<file path="config.mk">
export PLATFORM = sky130hd
export DESIGN_NAME = alu_bist_engine
export DESIGN_NICKNAME = d
export VERILOG_FILES = /design/src/rtl/alu_bist_pkg.sv /design/src/rtl/alu_bist_lfsr.sv /design/src/rtl/alu_bist_engine.sv
export SDC_FILE = /design/constraint.sdc
export NUM_CORES = 1
export LEC_CHECK = 0
export ABC_AREA = 1
export CORE_ASPECT_RATIO = 1.4
export CORE_MARGIN = 4
export CORE_UTILIZATION = 30
export CTS_CLUSTER_DIAMETER = 30
export CTS_CLUSTER_SIZE = 14
export DETAILED_ROUTE_END_ITERATION = 10
export GPL_TIMING_DRIVEN = 0
export PLACE_DENSITY = 0.59
export SLEW_MARGIN = 15
export SYNTH_ARGS = -nofsm -noshare
export SYNTH_HDL_FRONTEND = slang
export SYNTH_SLANG_ARGS = --single-unit
export TNS_END_PERCENT = 1
</file>
<file path="constraint.sdc">
create_clock -name clk -period 8.89 [get_ports clk]
set_input_delay 0.889 -clock clk [delete_from_list [all_inputs] [get_ports clk]]
set_output_delay 0.889 -clock clk [all_outputs]
set_load 0.05 [all_outputs]
</file>
<file path="src/rtl/alu_bist_pkg.sv">
// -----------------------------------------------------------------------------
// alu_bist_pkg
// Shared types and helpers for the ALU BIST engine:
//   alu_op_e      ALU opcode encoding (0..7)
//   bist_state_e  sequencer state encoding
//   lfsr_taps()   Galois feedback masks for 16/32/64-bit registers
//                 (2*DATA_W for DATA_W = 8/16/32)
//   alu_golden()  reference ALU result, reduced modulo 2^width
// No ports (package).
// -----------------------------------------------------------------------------
package alu_bist_pkg;

  typedef enum logic [2:0] {
    OP_ADD  = 3'd0,
    OP_SUB  = 3'd1,
    OP_AND  = 3'd2,
    OP_OR   = 3'd3,
    OP_XOR  = 3'd4,
    OP_SHL  = 3'd5,
    OP_SHR  = 3'd6,
    OP_PASS = 3'd7
  } alu_op_e;

  typedef enum logic [2:0] {
    ST_IDLE    = 3'd0,
    ST_APPLY   = 3'd1,
    ST_CHECK   = 3'd2,
    ST_ADVANCE = 3'd3,
    ST_DONE    = 3'd4
  } bist_state_e;

  // Right-shifting Galois masks (maximal-length polynomials).
  // The x^0 term is always present, so the state never collapses to zero.
  localparam logic [63:0] TAPS_16 = 64'h0000_0000_0000_B400;
  localparam logic [63:0] TAPS_32 = 64'h0000_0000_8020_0003;
  localparam logic [63:0] TAPS_64 = 64'hD800_0000_0000_0000;

  function automatic logic [63:0] lfsr_taps(input int width);
    case (width)
      16:      return TAPS_16;
      32:      return TAPS_32;
      default: return TAPS_64;
    endcase
  endfunction

  // Golden result on a 32-bit container, masked down to the operand width.
  function automatic logic [31:0] alu_golden(input logic [31:0] a,
                                             input logic [31:0] b,
                                             input logic [2:0]  op,
                                             input int          width);
    logic [31:0] mask;
    logic [31:0] r;
    mask = (width >= 32) ? 32'hFFFF_FFFF : ((32'd1 << width) - 32'd1);
    case (alu_op_e'(op))
      OP_ADD:  r = a + b;
      OP_SUB:  r = a - b;
      OP_AND:  r = a & b;
      OP_OR:   r = a | b;
      OP_XOR:  r = a ^ b;
      OP_SHL:  r = a << 1;
      OP_SHR:  r = a >> 1;
      OP_PASS: r = a;
      default: r = '0;
    endcase
    return r & mask;
  endfunction

endpackage

</file>
<file path="src/rtl/alu_bist_lfsr.sv">
// -----------------------------------------------------------------------------
// alu_bist_lfsr
// Galois LFSR that supplies operand pairs to the BIST engine.
// Parameters: WIDTH (16/32/64), SEED (a zero seed is replaced by 1).
// Ports:
//   clk      in   clock
//   reset_n  in   asynchronous active-low reset (state <= seed)
//   load     in   reload the seed
//   step     in   advance one LFSR step (load wins)
//   state    out  WIDTH  current LFSR contents
// -----------------------------------------------------------------------------
module alu_bist_lfsr
  import alu_bist_pkg::*;
#(
  parameter int          WIDTH = 16,
  parameter logic [63:0] SEED  = 64'd1
) (
  input  logic             clk,
  input  logic             reset_n,
  input  logic             load,
  input  logic             step,
  output logic [WIDTH-1:0] state
);

  localparam logic [63:0]      TAPS_ALL = lfsr_taps(WIDTH);
  localparam logic [WIDTH-1:0] TAPS     = TAPS_ALL[WIDTH-1:0];
  localparam logic [WIDTH-1:0] SEED_RAW = SEED[WIDTH-1:0];
  localparam logic [WIDTH-1:0] SEED_EFF = (SEED_RAW == '0) ? {{(WIDTH-1){1'b0}}, 1'b1}
                                                           : SEED_RAW;

  always_ff @(posedge clk or negedge reset_n) begin
    if (!reset_n) begin
      state <= SEED_EFF;
    end else if (load) begin
      state <= SEED_EFF;
    end else if (step) begin
      state <= {1'b0, state[WIDTH-1:1]} ^ (state[0] ? TAPS : '0);
    end
  end

endmodule

</file>
<file path="src/rtl/alu_bist_engine.sv">
// -----------------------------------------------------------------------------
// alu_bist_engine
// Built-in self test for an external ALU. For each of NUM_PATTERNS
// pseudo-random operand pairs, every opcode 0..7 is applied, the ALU result
// is compared with a golden model, mismatches are counted and the first one
// is captured.
// Optional feature: define ALU_BIST_MISR_EN to add the misr_sig port and a
// MISR that folds {alu_result, golden} on every check.
// Ports:
//   clk, reset_n                 clock, async active-low reset
//   bist_start, bist_abort       control requests
//   alu_result  in  DATA_W       ALU output under test
//   a, b        out DATA_W       operands; opcode out 3
//   bist_busy/done/pass/fail     status
//   err_count   out 16           saturating mismatch count
//   ff_pattern/ff_opcode/ff_actual/ff_expected   first-failure capture
//   misr_sig    out 2*DATA_W     (ALU_BIST_MISR_EN only)
//
// state    | meaning
// ---------+-----------------------------------------------------------
// IDLE     | waiting for bist_start; status of last run is held
// APPLY    | drive a/b from the LFSR, opcode already registered
// CHECK    | compare alu_result with golden, count/capture mismatch
// ADVANCE  | next opcode, or next pattern (LFSR step), or finish
// DONE     | publish done/pass, return to IDLE
// -----------------------------------------------------------------------------
module alu_bist_engine
  import alu_bist_pkg::*;
#(
  parameter int          DATA_W       = 8,
  parameter int          NUM_PATTERNS = 64,
  parameter logic [63:0] LFSR_SEED    = 64'd1
) (
  input  logic              clk,
  input  logic              reset_n,
  input  logic              bist_start,
  input  logic              bist_abort,
  input  logic [DATA_W-1:0] alu_result,
  output logic [DATA_W-1:0] a,
  output logic [DATA_W-1:0] b,
  output logic [2:0]        opcode,
  output logic              bist_busy,
  output logic              bist_done,
  output logic              bist_pass,
  output logic              bist_fail,
  output logic [15:0]       err_count,
  output logic [15:0]       ff_pattern,
  output logic [2:0]        ff_opcode,
  output logic [DATA_W-1:0] ff_actual,
  output logic [DATA_W-1:0] ff_expected
`ifdef ALU_BIST_MISR_EN
  ,
  output logic [2*DATA_W-1:0] misr_sig
`endif
);

  localparam int          LW           = 2 * DATA_W;
  localparam logic [15:0] LAST_PATTERN = 16'(NUM_PATTERNS - 1);

  bist_state_e       state;
  logic [15:0]       pattern;
  logic [LW-1:0]     lfsr_q;
  logic [DATA_W-1:0] golden;
  logic              mismatch;
  logic              lfsr_load;
  logic              lfsr_step;
  logic              last_op;

  assign golden    = DATA_W'(alu_golden(32'(a), 32'(b), opcode, DATA_W));
  assign mismatch  = (alu_result != golden);
  assign last_op   = (opcode == 3'd7);

  // Abort wins over start even in IDLE so a simultaneous request does nothing.
  assign lfsr_load = (state == ST_IDLE) && bist_start && !bist_abort;
  assign lfsr_step = (state == ST_ADVANCE) && last_op && (pattern != LAST_PATTERN)
                     && !bist_abort;

  alu_bist_lfsr #(
    .WIDTH (LW),
    .SEED  (LFSR_SEED)
  ) u_lfsr (
    .clk     (clk),
    .reset_n (reset_n),
    .load    (lfsr_load),
    .step    (lfsr_step),
    .state   (lfsr_q)
  );

  always_ff @(posedge clk or negedge reset_n) begin
    if (!reset_n) begin
      state       <= ST_IDLE;
      pattern     <= '0;
      a           <= '0;
      b           <= '0;
      opcode      <= '0;
      bist_busy   <= 1'b0;
      bist_done   <= 1'b0;
      bist_pass   <= 1'b0;
      bist_fail   <= 1'b0;
      err_count   <= '0;
      ff_pattern  <= '0;
      ff_opcode   <= '0;
      ff_actual   <= '0;
      ff_expected <= '0;
    end else if (bist_abort && (state != ST_IDLE)) begin
      // Counters and capture registers are intentionally left untouched.
      state     <= ST_IDLE;
      bist_busy <= 1'b0;
      bist_done <= 1'b0;
      bist_pass <= 1'b0;
      bist_fail <= 1'b0;
    end else begin
      case (state)
        ST_IDLE: begin
          if (lfsr_load) begin
            state       <= ST_APPLY;
            bist_busy   <= 1'b1;
            bist_done   <= 1'b0;
            bist_pass   <= 1'b0;
            bist_fail   <= 1'b0;
            err_count   <= '0;
            ff_pattern  <= '0;
            ff_opcode   <= '0;
            ff_actual   <= '0;
            ff_expected <= '0;
            pattern     <= '0;
            opcode      <= '0;
          end
        end

        ST_APPLY: begin
          a     <= lfsr_q[LW-1:DATA_W];
          b     <= lfsr_q[DATA_W-1:0];
          state <= ST_CHECK;
        end

        ST_CHECK: begin
          if (mismatch) begin
            bist_fail <= 1'b1;
            if (err_count != 16'hFFFF) begin
              err_count <= err_count + 16'd1;
            end
            // err_count saturates and never wraps, so zero marks "no failure yet".
            if (err_count == 16'd0) begin
              ff_pattern  <= pattern;
              ff_opcode   <= opcode;
              ff_actual   <= alu_result;
              ff_expected <= golden;
            end
          end
          state <= ST_ADVANCE;
        end

        ST_ADVANCE: begin
          if (!last_op) begin
            opcode <= opcode + 3'd1;
            state  <= ST_APPLY;
          end else if (pattern != LAST_PATTERN) begin
            pattern <= pattern + 16'd1;
            opcode  <= '0;
            state   <= ST_APPLY;
          end else begin
            state <= ST_DONE;
          end
        end

        ST_DONE: begin
          bist_done <= 1'b1;
          bist_pass <= ~bist_fail;
          bist_busy <= 1'b0;
          state     <= ST_IDLE;
        end

        default: begin
          state     <= ST_IDLE;
          bist_busy <= 1'b0;
        end
      endcase
    end
  end

`ifdef ALU_BIST_MISR_EN
  localparam logic [63:0]   MISR_TAPS_ALL = lfsr_taps(LW);
  localparam logic [LW-1:0] MISR_TAPS     = MISR_TAPS_ALL[LW-1:0];

  logic [LW-1:0] misr_q;

  always_ff @(posedge clk or negedge reset_n) begin
    if (!reset_n) begin
      misr_q <= '0;
    end else if (lfsr_load) begin
      misr_q <= '0;
    end else if ((state == ST_CHECK) && !bist_abort) begin
      misr_q <= {1'b0, misr_q[LW-1:1]} ^ (misr_q[0] ? MISR_TAPS : '0)
                ^ {alu_result, golden};
    end
  end

  assign misr_sig = misr_q;
`endif

endmodule

</file>
==> flow_summary.ini, run 1 <==
; yosys + openroad results
[critical_path]
critPathCapture = err_count[11]$_DFFE_PN0P_
crit_cells = 20
cpMaxStageDelayCell = dfrtp_1
crit_path_max_fanout = 10
rrSetupSlack_ns = 5.18

[grt]
grt_usage_pct = 15.28
met2_usage_pct = 28.03
antenna_found_initial = 0
met1_usage_pct = 18.38

[yosys]
edf_count = 0
ys_seq_elements = 109

[min_path]
hp-class = in -> async

[placed_design]
dp_slack_ns = 5.167
hpwlAfterDp_mm = 15.14

[status]
status = finished clean

[detailed_routing]
wirelength_met1_mm = 7.835
drt_first_pass_iters = 8
wl_met2_mm = 10.13

[timing]
max_freq_ghz = 0.2696
timing.hold.ws_ns = 0.4240
## run 1: cell families (layout without fill, tap and decap cells)
logic type | Yosys count | count (layout) | synth area share (%)
simple gates | 509 | 509 | 33.61
buf+inv | 148 | 249 | 9.054
compound gates | 113 | 113 | 8.742
flops | 109 | 109 | 40.06
fa+ha+maj | 34 | 34 | 6.355
xor+xnor | 17 | 17 | 2.186
## run 1: state kept, by name, indices dropped and copies added, names as in the netlist
signal,count
bist_pass,1
a,8
ff_expected,8
opcode,3
b,8
bist_done,1
bist_fail,1
bist_busy,1
ff_pattern,16
pattern,16
err_count,16
state,3
ff_opcode,3
u_lfsr.state,16
ff_actual,8
## run 1: Yosys cell counts, types with 2 or more instances
cell	n	area share, %
a21oi_1	54	4.0
buf_1	6	0.33
buf_2	8	0.59
buf_6	6	0.99
clkbuf_1	16	0.88
dfrtp_1	108	40
ha_1	33	6.1
inv_1	101	5.6
inv_2	9	0.50
nand2_1	246	14
nand2_2	3	0.28
nand3_1	58	4.3
nand3_2	3	0.44
nand3_4	2	0.51
nand3b_1	2	0.22
nand4_1	67	6.2
nor2_1	105	5.8
nor2_2	2	0.18
nor3_1	10	0.73
nor3_2	2	0.29
nor3_4	2	0.48
nor4_1	6	0.55
o211ai_1	3	0.33
o21ai_0	46	3.4
o31ai_1	5	0.55
xnor2_1	2	0.26
xor2_1	15	1.9
## run 1: area by class of cell
class	count	area, µm²
clock inverter	6	72.57
multi-input combinational	673	3467
tap	301	376.6
buffer	37	197.7
clock buffer	9	225.2
timing repair buffer	86	879.6
inverter	111	419.2
fill	2396	14080
sequential	109	2729
## run 1: report_power, final
part / switching [mW] / leakage, nW / internal [mW]
clock: 0.195 / 0.148 / 0.221
combinational: 1.10 / 2.34 / 0.492
sequential: 0.104 / 1.48 / 0.580
total: 1.40 / 3.97 / 1.29
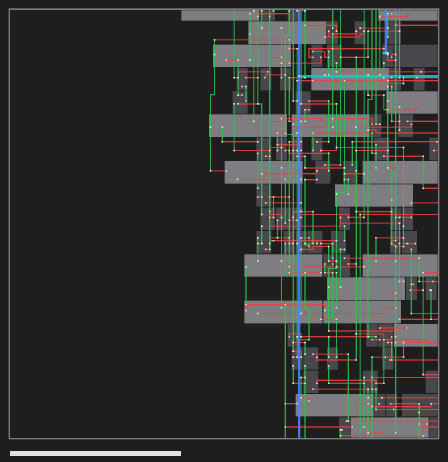
run_1/detail.png
Bar = 20 µm. Region (9, 22) to (59, 72) µm. Cells in gray, sequential cells in the stronger gray; small squares are vias.
color	layer
red	metal 1
cyan	metal 3
green	metal 2
blue	metal 4
sequential cells in the window	17
most frequent	a21oi_1 (17), dfrtp_1 (17), nor2_1 (11)
netlist names of flops here include	u_lfsr.state (7), a (5), b (5)
cells with their middle in the window	72

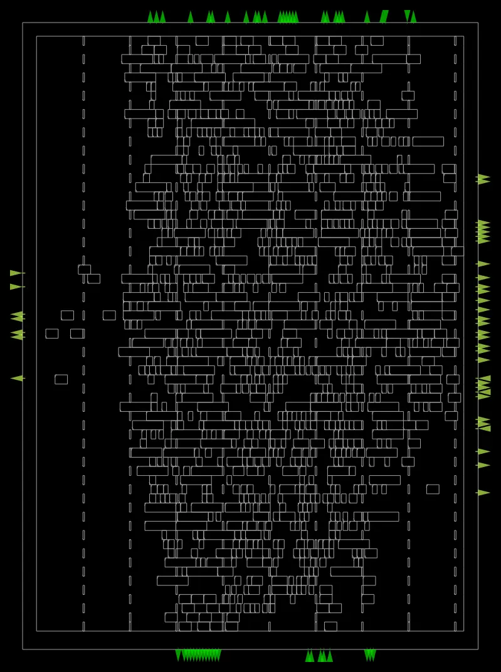
run_1/placement.png
sequential cell count: 109
n_taps: 301
Core ar.: 22,450 µm²
row count: 65
final core occ: 37.27%

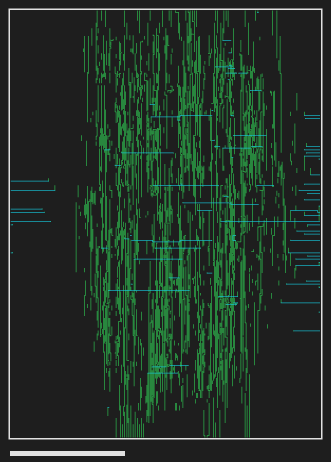
run_1/wires.png
Bar = 50 µm. Two of the layers only.
color	layer	wire length
cyan	metal 3	709 µm
green	metal 2	10,100 µm
WL/cell: 14.30 µm
Routed WL: 19.05 mm
vias after detailed routing: 6,380

==> run 2, diff against run 1 <==
- clock period: 8.89 -> 3.6 ns (I/O delays scaled with it)
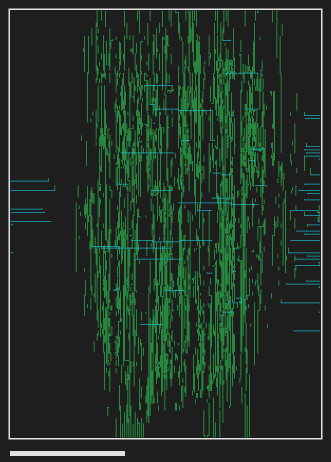
run_2/wires.png
Bar = 50 µm. Two of the layers only.
WL/cell: 14.59 µm
vias after detailed routing: 6,390
Routed WL: 19.50 mm
All-Layer GR Usage: 15.29%

==> flow_summary.ini, run 2 <==
; yosys + openroad results
[yosys]
edf_count = 0
ys_sh_mux_pct = 0
ys_sh_adder_pct = 6.354
top_cells_by_count = nand2_1 (246), dfrtp_1 (108), nor2_1 (105)
aoi_share_pct = 8.742
xor_share_pct = 2.185
ys_top_cells_by_area = dfrtp_1 (40%), nand2_1 (14%), nand4_1 (6.2%), ha_1 (6.1%), nor2_1 (5.8%)
yosysMostFrequentCell = nand2_1
ys_sh_simple_pct = 33.61
top_area_cell = dfrtp_1

[min_path]
hp-class = in -> async

[floorplanning]
core_um2 = 22450

[status]
status = finished clean

[placed_design]
dp_slack_ns = -0.1231
hpwlAfterDp_mm = 15.14

[grt]
met2_usage_pct = 28.07
met1_usage_pct = 18.36
antenna_found_initial = 0

[power_and_ir_drop]
p_switching_mw = 3.616
internal_power_mw = 3.280
power_frac_comb_pct = 60.6
clkPwrFrac_pct = 14.9

[timing]
max_freq_ghz = 0.2988

[clock_network]
cts_sinks = 109

[detailed_routing]
wl_met2_mm = 10.35
drt_first_pass_iters = 5
wirelength_met1_mm = 8.038

[critical_path]
crit_path_max_fanout = 10
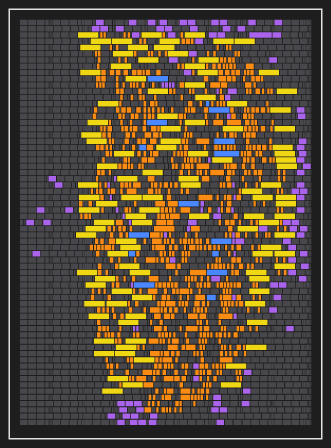
run_2/placement_by_type.png
Fill, decap, tap and diode cells in gray.
color	class	cells
orange	combinational and other logic	785
yellow	sequential cells	109
purple	remaining buffers and delay cells	126
blue	clock drivers and dummy loads	15
flop share of the area: 32.24%
final core occ: 37.71%
final instance area: 8464 µm²

run 2: what timing repair did:
item                                    CTS  global route
hold buffers                              1             0
endpoints found under the hold margin    36             0
pin swaps                                 0             2
buffers inserted                          0             2
cloned                                    0             1
endpoints found under the setup margin   50            52
gates resized                             3            12
run 2: power groups by stage:
stage	sequential, mW	clock, mW	combinational, mW
2_1_floorplan	2.24	0	2.29
4_1_cts	1.69	1.05	3.98
5_1_grt	1.73	1.09	4.62
6_report	1.69	1.03	4.18
3_5_place_dp	1.71	0	3.95
3_3_place_gp	1.72	0	3.91
run 2: layout make-up:
| class | instances | area [µm²] |
|---|---|---|
| Timing Repair Buffer | 89 | 904.6 |
| Inverter | 111 | 421.7 |
| Buffer | 37 | 200.2 |
| Sequential cell | 109 | 2729 |
| Multi-Input combinational cell | 674 | 3535 |
| Tap cell | 301 | 376.6 |
| Fill cell | 2386 | 13980 |
| Clock buffer | 9 | 225.2 |
| Clock inverter | 6 | 72.57 |
run 2: per-stage QoR:
step,hold slack [ns],std cells,TNS (ns)
after detailed placement,0.2865,1317,-5.446
after global routing,0.4994,1336,0
after floorplan,0.06441,930,0
after CTS,0.4777,1333,0
after global placement,0.4551,1316,-241.78
final,0.4667,1336,0
run 2: worst max-delay path: stages (launching register included):
cell,delay [ns]
dfrtp_1,0.47
inv_4,0.14
ha_4,0.19
nand2_2,0.13
nand2_2,0.15
xor2_1,0.16
inv_1,0.06
ha_2,0.37
nand2_1,0.10
nor2_1,0.11
nand2_1,0.06
nand2_1,0.08
inv_1,0.04
nand2_1,0.06
nand3_1,0.07
nand2_2,0.14
nor2_1,0.09
nor2_4,0.22
nand3_4,0.18
buf_2,0.24
nand4_1,0.11
nand2_1,0.07
==> run 3, diff against run 2 <==
- SYNTH_HIERARCHICAL: not set -> 1
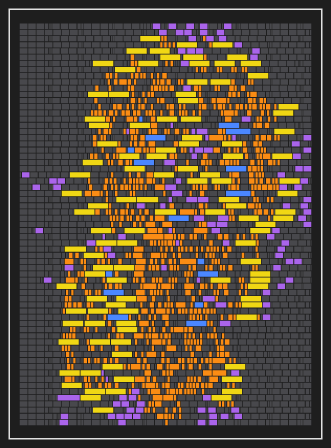
run_3/placement_by_type.png
Fill, decap, tap and diode cells in gray.
color	class	cells
yellow	sequential cells	109
blue	clock drivers and dummy loads	16
orange	combinational and other logic	793
purple	remaining buffers and delay cells	124
Core ar.: 22,690 µm²
flop share of the area: 31.61%
final core occ: 38.08%

==> flow_summary.ini, run 3 <==
; yosys + openroad results
[timing]
fin_setup_tns_ns = 0
timing.hold.ws_ns = 0.4624

[layout]
stdcell_area_um2 = 8640
finalNonFillerCells = 1343

[placed_design]
dp_slack_ns = -0.03042
dp.cells = 1322
hpwlAfterDp_mm = 15.46

[power_and_ir_drop]
clkPwrFrac_pct = 16.8
p_switching_mw = 3.406
power_frac_comb_pct = 58.1
internal_power_mw = 3.342

[grt]
antenna_found_initial = 0
met2_usage_pct = 27.60

[yosys]
yosysMostFrequentCell = nand2_1
edf_count = 0
top_cells_by_count = nand2_1 (258), nor2_1 (115), inv_1 (109)
ys_top_cells_by_area = dfrtp_1 (39%), nand2_1 (14%), nor2_1 (6.2%), ha_1 (5.9%), inv_1 (5.9%)

[detailed_routing]
drt_first_pass_iters = 5

[critical_path]
crit_path_cell_trace = inv_1, ha_1, inv_1, nand2_1, xor2_1, ha_1, a21oi_1, nand2_1, nand2_1, nand2_1, nand2_1, nand3_1, nand2_1, xor2_2, nand3_4, buf_2, nand4_1, nand2_1
slowest_delay_ns = 0.44
crit_cells = 18

[clock_network]
cts_sinks = 109

[min_path]
hp-class = in -> async

[status]
status = finished clean
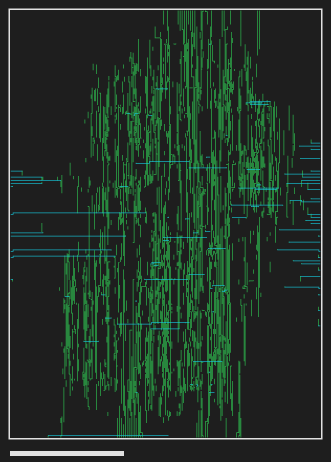
run_3/wires.png
Bar = 50 µm. Two of the layers only.
color	layer	wire length
green	metal 2	10,200 µm
cyan	metal 3	837 µm
Routed WL: 20.19 mm
WL/cell: 15.03 µm
All-Layer GR Usage: 15.93%
vias after detailed routing: 6,418

==> run 3: netlist changes by cell type after synthesis, sizes merged, moves of 3 or more <==
| cell | change |
|---|---|
| a21oi | -11 |
| buf | -5 |
| nand2 | +13 |
| nand4 | -3 |
| nor2 | +13 |
| nor3 | -3 |
| o21ai | -11 |
| xor2 | -3 |
==> run 3: how the worst min path moves through the flow <==
| stage | to | slack [ns] |
|---|---|---|
| global route | ff_pattern[8]$_DFFE_PN0P_ | 0.49 |
| finish | a[7]$_DFFE_PN0P_ | 0.46 |
| CTS | a[7]$_DFFE_PN0P_ | 0.47 |
| detailed placement | u_lfsr/state[15]$_DFFE_PN0P_ | 0.29 |
| global placement | ff_actual[3]$_DFFE_PN0P_ | 0.46 |
| floorplan | a[0]$_DFFE_PN0P_ | 0.06 |
==> run 3: power groups by stage <==
stage	Combinational [mW]	Clock [mW]	Sequential [mW]
after floorplan	2.09	0	2.30
after detailed placement	3.78	0	1.71
final	3.92	1.13	1.70
after global placement	3.74	0	1.71
after CTS	3.79	1.15	1.69
after global routing	4.35	1.21	1.73
==> run 3: final cells by class <==
type	instances	area, µm²
Clock buffer	9	225.2
Inverter	112	425.4
Timing Repair Buffer	90	912.1
Buffer	34	320.3
Multi-Input combinational cell	681	3546
Fill cell	2365	14050
Tap cell	301	376.6
Clock inverter	7	102.6
Sequential cell	109	2731
==> run 3: cells by family after synthesis <==
logic type      after synthesis  synth area share, %
simple gates                534                34.14
flops                       109                39.29
buf+inv                     146                10.65
xor+xnor                     16                2.018
fa+ha+maj                    34                6.233
compound gates               96                7.674
==> run 3: repair_timing <==
item	in CTS	in global routing
hold endpoints to repair	37	0
resized	1	17
hold buffers	1	0
setup buffers	0	3
gates cloned	0	1
endpoints found under the setup margin	33	52
pin swaps	0	3
Power figures rest on the tool's default switching activity, not on a simulated workload.
